<file path="src/rtl/pdm_pkg.sv">
// Shared types and helpers for the stereo PDM transmitter.
// PCM pairs are packed {ch1, ch0}; samples are signed two's complement.
package pdm_pkg;

  localparam int PCM_W = 16;

  typedef struct packed {
    logic [PCM_W-1:0] ch1;
    logic [PCM_W-1:0] ch0;
  } pcm_pair_t;

  function automatic logic [PCM_W-1:0] offset_bin(
    input logic [PCM_W-1:0] x
  );
    return x ^ {1'b1, {(PCM_W-1){1'b0}}};
  endfunction

endpackage

</file>
<file path="src/rtl/pdm_tx_sdm.sv">
// Single-channel first-order sigma-delta modulator.
// The output bit is the carry of acc + offset-binary(x).
module pdm_tx_sdm
  import pdm_pkg::*;
#(
  parameter int W = PCM_W
) (
  input  logic         clk_i,
  input  logic         rst_i,
  input  logic         clr_i,
  input  logic         step_i,
  input  logic [W-1:0] x_i,
  output logic         bit_o
);

  localparam logic [W-1:0] MSB = {1'b1, {(W-1){1'b0}}};

  logic [W-1:0] acc_q, acc_d;
  logic [W-1:0] u;
  logic [W:0]   sum;

  if (W == PCM_W) begin : g_pkg
    assign u = offset_bin(x_i);
  end else begin : g_gen
    assign u = x_i ^ MSB;
  end

  assign sum   = {1'b0, acc_q} + {1'b0, u};
  assign bit_o = sum[W];

  always_comb begin
    acc_d = acc_q;
    if (clr_i) begin
      acc_d = '0;
    end else if (step_i) begin
      acc_d = sum[W-1:0];
    end
  end

  always_ff @(posedge clk_i or posedge rst_i) begin
    if (rst_i) begin
      acc_q <= '0;
    end else begin
      acc_q <= acc_d;
    end
  end

endmodule

</file>
<file path="src/rtl/pdm_tx.sv">
// Stereo dual-edge PDM transmitter: Avalon-ST sink, pair FIFO,
// pdm_clk divider and two modulators (ch0 on rises, ch1 on falls).
module pdm_tx
  import pdm_pkg::*;
#(
  parameter int DATA_W     = PCM_W,
  parameter int FIFO_DEPTH = 4,
  parameter int DIV_W      = 8
) (
  input  logic                          ipg_clk,
  input  logic                          ipg_hard_async_reset,
  input  logic                          enable,
  input  logic [DIV_W-1:0]              clk_div,
  input  logic [DIV_W-1:0]              osr,
  input  logic                          snk_valid,
  output logic                          snk_ready,
  input  logic [2*DATA_W-1:0]           snk_data,
  input  logic                          underrun_clr,
  output logic                          pdm_clk,
  output logic                          pdm_data,
  output logic                          underrun,
  output logic [$clog2(FIFO_DEPTH):0]   fifo_level
);

  localparam int AW = $clog2(FIFO_DEPTH);
  localparam int LW = AW + 1;

  logic [2*DATA_W-1:0] mem [FIFO_DEPTH];

  logic [AW-1:0]    wr_q, wr_d, rd_q, rd_d;
  logic [LW-1:0]    lvl_q, lvl_d;
  logic             rdy_q, rdy_d;
  logic [DIV_W-1:0] div_q, div_d, osr_q, osr_d;
  logic [DIV_W-1:0] div_eff, osr_eff;
  logic             pclk_q, pclk_d, pdat_q, pdat_d;
  logic             und_q, und_d;
  logic [DATA_W-1:0] h0_q, h0_d, h1_q, h1_d;

  logic term, rise, fall, load, empty;
  logic push, pop, b0, b1;

  assign div_eff = (clk_div == '0) ? DIV_W'(1) : clk_div;
  assign osr_eff = (osr == '0) ? DIV_W'(1) : osr;

  assign empty = (lvl_q == '0);
  assign push  = snk_valid & rdy_q;
  // >= rather than == so a shrinking divider never skips its wrap
  assign term  = enable & (div_q >= div_eff - DIV_W'(1));
  assign rise  = term & ~pclk_q;
  assign fall  = term & pclk_q;
  assign load  = rise & (osr_q == '0);
  assign pop   = load & ~empty;

  always_comb begin
    wr_d  = wr_q;
    rd_d  = rd_q;
    lvl_d = lvl_q;
    h0_d  = h0_q;
    h1_d  = h1_q;
    if (push) wr_d = wr_q + AW'(1);
    if (pop) begin
      rd_d = rd_q + AW'(1);
      h0_d = mem[rd_q][DATA_W-1:0];
      h1_d = mem[rd_q][2*DATA_W-1:DATA_W];
    end
    case ({push, pop})
      2'b10:   lvl_d = lvl_q + LW'(1);
      2'b01:   lvl_d = lvl_q - LW'(1);
      default: lvl_d = lvl_q;
    endcase
    rdy_d = (lvl_d < LW'(FIFO_DEPTH));
  end

  always_comb begin
    div_d  = div_q;
    osr_d  = osr_q;
    pclk_d = pclk_q;
    pdat_d = pdat_q;
    if (!enable) begin
      div_d  = '0;
      osr_d  = '0;
      pclk_d = 1'b0;
      pdat_d = 1'b0;
    end else if (term) begin
      div_d  = '0;
      pclk_d = ~pclk_q;
      if (rise) begin
        pdat_d = b0;
        if (osr_q >= osr_eff - DIV_W'(1)) osr_d = '0;
        else osr_d = osr_q + DIV_W'(1);
      end else begin
        pdat_d = b1;
      end
    end else begin
      div_d = div_q + DIV_W'(1);
    end
  end

  always_comb begin
    und_d = und_q;
    if (load & empty) und_d = 1'b1;
    else if (underrun_clr) und_d = 1'b0;
  end

  always_ff @(posedge ipg_clk) begin
    if (push) mem[wr_q] <= snk_data;
  end

  always_ff @(posedge ipg_clk or posedge ipg_hard_async_reset) begin
    if (ipg_hard_async_reset) begin
      wr_q   <= '0;
      rd_q   <= '0;
      lvl_q  <= '0;
      rdy_q  <= 1'b1;
      div_q  <= '0;
      osr_q  <= '0;
      pclk_q <= 1'b0;
      pdat_q <= 1'b0;
      und_q  <= 1'b0;
      h0_q   <= '0;
      h1_q   <= '0;
    end else begin
      wr_q   <= wr_d;
      rd_q   <= rd_d;
      lvl_q  <= lvl_d;
      rdy_q  <= rdy_d;
      div_q  <= div_d;
      osr_q  <= osr_d;
      pclk_q <= pclk_d;
      pdat_q <= pdat_d;
      und_q  <= und_d;
      h0_q   <= h0_d;
      h1_q   <= h1_d;
    end
  end

  // ch0 sees the pair being popped this very rise
  pdm_tx_sdm #(.W(DATA_W)) u_sdm0 (
    .clk_i  (ipg_clk),
    .rst_i  (ipg_hard_async_reset),
    .clr_i  (~enable),
    .step_i (rise),
    .x_i    (h0_d),
    .bit_o  (b0)
  );

  pdm_tx_sdm #(.W(DATA_W)) u_sdm1 (
    .clk_i  (ipg_clk),
    .rst_i  (ipg_hard_async_reset),
    .clr_i  (~enable),
    .step_i (fall),
    .x_i    (h1_q),
    .bit_o  (b1)
  );

  assign snk_ready  = rdy_q;
  assign pdm_clk    = pclk_q;
  assign pdm_data   = pdat_q;
  assign underrun   = und_q;
  assign fifo_level = lvl_q;

endmodule

</file>
<file path="config.mk">
export PLATFORM = sky130hd
export DESIGN_NAME = pdm_tx
export DESIGN_NICKNAME = d
export VERILOG_FILES = /design/src/rtl/pdm_pkg.sv /design/src/rtl/pdm_tx_sdm.sv /design/src/rtl/pdm_tx.sv
export SDC_FILE = /design/constraint.sdc
export NUM_CORES = 1
export LEC_CHECK = 0
export ABC_CLOCK_PERIOD_IN_PS = 3700
export CAP_MARGIN = 10
export CORE_MARGIN = 2
export CORE_UTILIZATION = 54
export CTS_CLUSTER_DIAMETER = 40
export DETAILED_ROUTE_END_ITERATION = 6
export PLACE_DENSITY = 0.76
export SYNTH_ARGS = -nofsm -noshare
export SYNTH_HDL_FRONTEND = slang
export SYNTH_SLANG_ARGS = --single-unit
</file>
<file path="constraint.sdc">
create_clock -name ipg_clk -period 3.7 [get_ports ipg_clk]
set_input_delay 0.555 -clock ipg_clk [delete_from_list [all_inputs] [get_ports ipg_clk]]
set_output_delay 0.555 -clock ipg_clk [all_outputs]
set_load 0.03 [all_outputs]
</file>
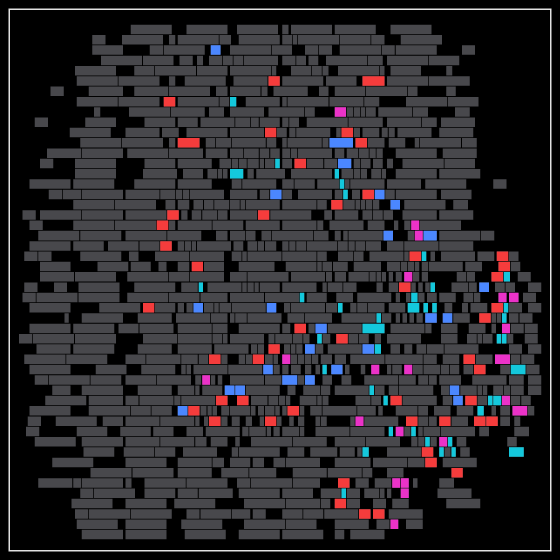
*Logic cells by family, run 1*
color	family	cells
cyan	NOR gates	40
blue	AND-OR and OR-AND gates	25
red	XOR/XNOR gates	49
magenta	AND and OR gates	21
non-filler cells, final: 1,188
Top cell excl fill/tap: edfxtp_1
combinational share of cell area: 33.30%

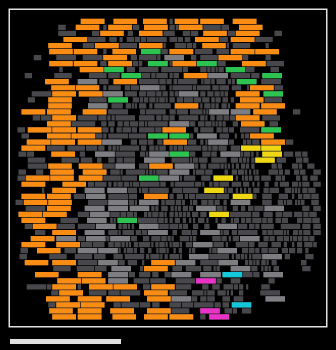
*Sequential cells grouped by signal name, run 1*
The bar under the picture is 50 um long. Other sequential cells in the stronger gray, the rest of the logic in the fainter gray.
color	netlist name	sequential cells
magenta	fifo_level	3
orange	mem	128
green	h0_q	16
cyan	wr_q	2
yellow	osr_q	8
register area: 6123 um2
final core occ: 72.19%
Seq/total area: 45.19%

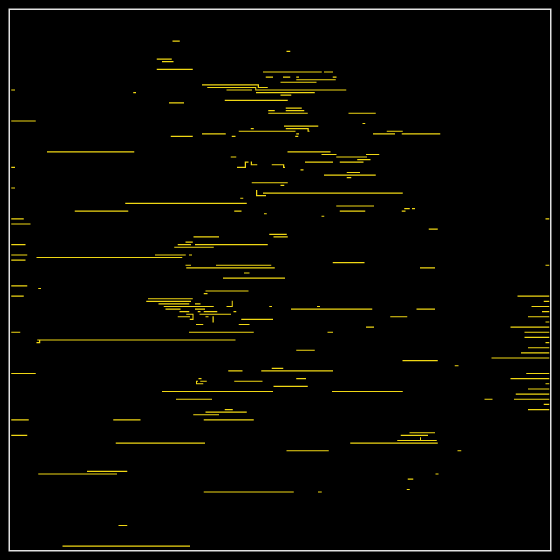
*Met3 routing, run 1*
nets with wire on the layer	120
main direction	horizontal
DR vias: 7,176
grt met3 use: 2.725%
final wirelength: 25.65 mm

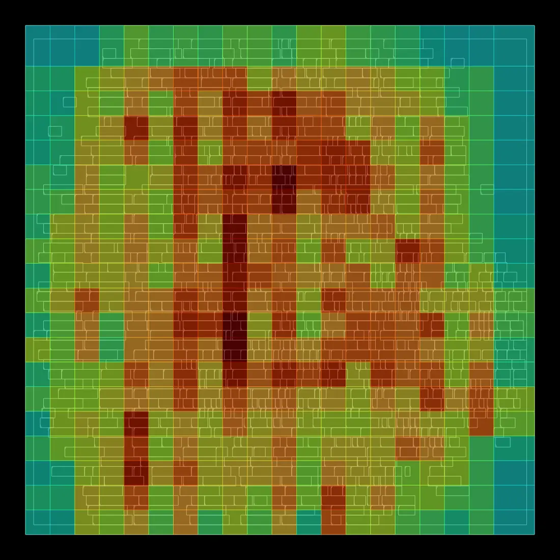
*Congestion heat map, run 1*
met1 Use GR: 30.83%
DR WL/cell: 21.59 um
overall routing resource usage: 23.38%
GR Util met2: 40.26%

==> notes.md, run 1 <==
fresh numbers from the pnr run: status=finished with violations, failing checks=setup timing, aoi share=8.612%, DRT iter0 DRCs=645, I/O pin total=60, clk root buf=clkbuf_16, Int Power=5.378 mW, Core ar.=18,770 um2, largest reg by FF count=mem, clock share of power=35.7%, Top FF cell, synth=edfxtp_1, final hold vios=0, synthesized cell area=10,360 um2, busiest grt layer=met2, FF-to-FF End=u_sdm0.acc_q[14], Synth flops=219, CTS tree=built, Yosys Chip Area=between 10,000 and 15,000 um2, max reg flops=approximately 130, ant diodes=0, count of library flops with an enable pin=128, Final Max Tran Viols=0, Final #Nets=1,047, Worst Path Arrival=5530 ps, top area contributor share=37.11%, Static Leak=5.514 nW, post-synthesis adder-cell area fraction=7.706%, Slew HR=between 50% and 60%, Clock Skew=around 18 ps, Setup-failing EPs final=41, Worst Path Required=4080 ps, FF-to-FF setup slack=-300 ps, Avg Cell Area, Syn=13.76 um2, ClkCell Share=6.926%, NetSw=2.093 mW, placed cell areas=~12,000 um2, largest net degree at the start of global routing=47, Critical Path End Type=register, setup ws final=-1450 ps, Cells after Synth=about 750, critical path peak fanout=7
==> run 2, diff against run 1 <==
==> constraint.sdc (replaced) <==
create_clock -name ipg_clk -period 3.7 [get_ports ipg_clk]
set_input_delay 0.74 -clock ipg_clk [delete_from_list [all_inputs] [get_ports ipg_clk]]
set_output_delay 0.74 -clock ipg_clk [all_outputs]
set_load 0.03 [all_outputs]
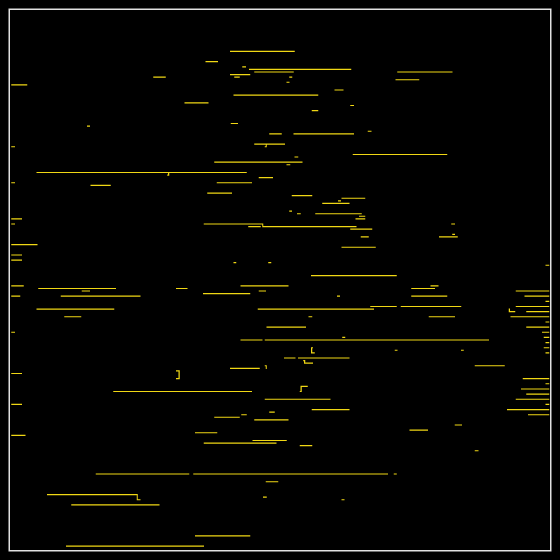
*Met3 routing, run 2*
main direction	horizontal
share of all routed wire	4.7%
longest straight run	58.9 um
wire length on this layer	1,130 um
DR vias: 6,980
final wirelength: 24.18 mm
grt met3 use: 2.927%

==> notes.md, run 2 <==
fresh numbers from the pnr run: Clock Skew=14.16 ps, Int Power=5.396 mW, max reg flops=128, Critical Path End Type=register, register area=6123 um2, Slew HR=57.88%, largest reg by FF count=mem, Top cell excl fill/tap=edfxtp_1, drt drc=0, status=finished with violations, top area contributor share=between 30 and 40%, final core occ=72.95%, PD cells=546.6 nW/um2, Worst Path Required=4120 ps, post-layout period usage=140.1%, Seq/total area=roughly 45%, Setup-failing EPs final=56, Core ar.=18,770 um2, Static Leak=~5.5 nW, CTS tree=built, Yosys Chip Area=10,360 um2, critical path peak fanout=5, Final #Nets=1,051, clock share of power=a little under two fifths, ant diodes=0, DR WL/cell=20.28 um, Final Max Tran Viols=0, placer congestion estimate=0.8968, Synth flops=219, I/O pin total=60, failing checks=setup timing, synthesized cell area=between 10,000 and 15,000 um2, routed length on met2=12.16 mm, FF-to-FF End=u_sdm0.acc_q[14], NonClk Buf Share=a little under an eighth, Top FF cell, synth=edfxtp_1, count of library flops with an enable pin=128, DRT iter0 DRCs=about 550, GR Util met2=about two fifths, ClkCell Share=7.110%, NetSw=roughly 2.1 mW, post-synthesis adder-cell area fraction=7.706%, Mux area share=around 11%, aoi share=about 8.6%, setup ws final=-1486 ps, final hold vios=0, FF-to-FF setup slack=-120 ps, simple share=7.658%, top cells by count, synth=edfxtp_1, dfrtp_1, ha_1
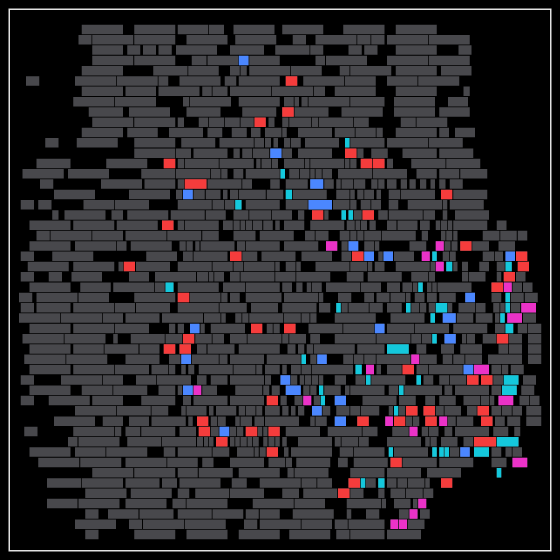
*Logic cells by family, run 2*
color	family	cells
magenta	AND and OR gates	21
blue	AND-OR and OR-AND gates	25
cyan	NOR gates	40
red	XOR/XNOR gates	49
combinational share of cell area: 33.27%
non-filler cells, final: 1,192

==> run 3, diff against run 2 <==
--- a/config.mk
+++ b/config.mk
@@ -12,6 +12,7 @@
 export CTS_CLUSTER_DIAMETER = 40
 export DETAILED_ROUTE_END_ITERATION = 6
 export PLACE_DENSITY = 0.76
+export SETUP_SLACK_MARGIN = 0.02
 export SYNTH_ARGS = -nofsm -noshare
 export SYNTH_HDL_FRONTEND = slang
 export SYNTH_SLANG_ARGS = --single-unit
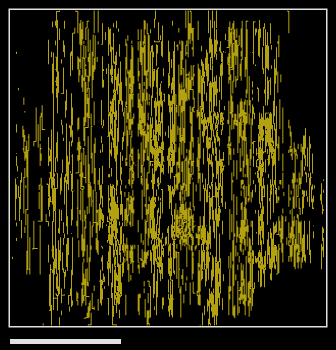
*The metal 2 layer, run 3*
The bar under the picture is 50 um long.
longest straight run	59.8 um
wire length on this layer	11,700 um
GR Util met2: 39.45%
final wirelength: 22.91 mm
DR vias: 6,848

==> notes.md, run 3 <==
fresh numbers from the pnr run: post-synthesis adder-cell area fraction=7.706%, top cells by count, synth=edfxtp_1, dfrtp_1, ha_1, Worst Path Arrival=5680 ps, clock share of power=34.5%, met1 Use GR=between 30% and 40%, setup ws final=-1597 ps, top area contributor share=between 30% and 40%, largest net degree at the start of global routing=41, FF-to-FF End=u_sdm0.acc_q[14], Clock Skew=13.06 ps, post-layout period usage=143.2%, clk root buf=clkbuf_16, register area=6123 um2, overall routing resource usage=22.72%, DRT iter0 DRCs=434, CTS tree=built, synthesized cell area=between 10,000 and 15,000 um2, Final #Nets=1,034, Yosys Chip Area=approximately 10,000 um2, Top cell excl fill/tap=edfxtp_1, Setup-failing EPs final=53, busiest grt layer=met2, Final Max Tran Viols=0, Avg Cell Area, Syn=13.76 um2, failing checks=setup timing, Core ar.=between 15,000 and 20,000 um2, NonClk Buf Share=10.94%, placed cell areas=11,840 um2, NetSw=2.004 mW, Seq/total area=45.68%, final core occ=71.42%, status=finished with violations, largest reg by FF count=mem, PD cells=~540 nW/um2, ant diodes=0, Mux area share=10.73%, DR WL/cell=19.51 um
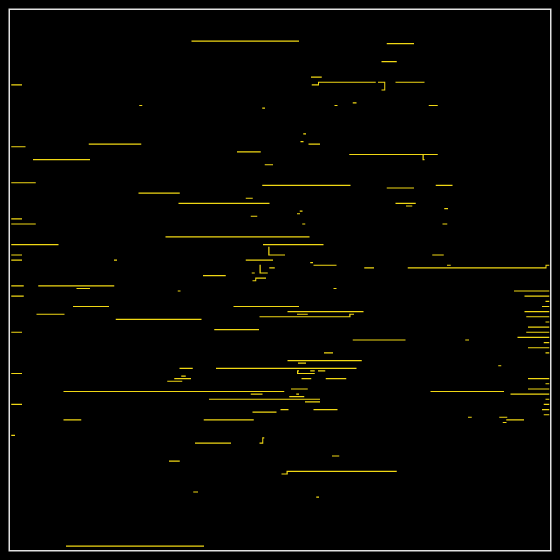
*Met3 routing, run 3*
main direction	horizontal
nets with wire on the layer	90
wire length on this layer	965 um
longest straight run	58.0 um
share of all routed wire	4.2%
grt met3 use: 2.389%

Power is estimated from default activity; no workload was simulated.
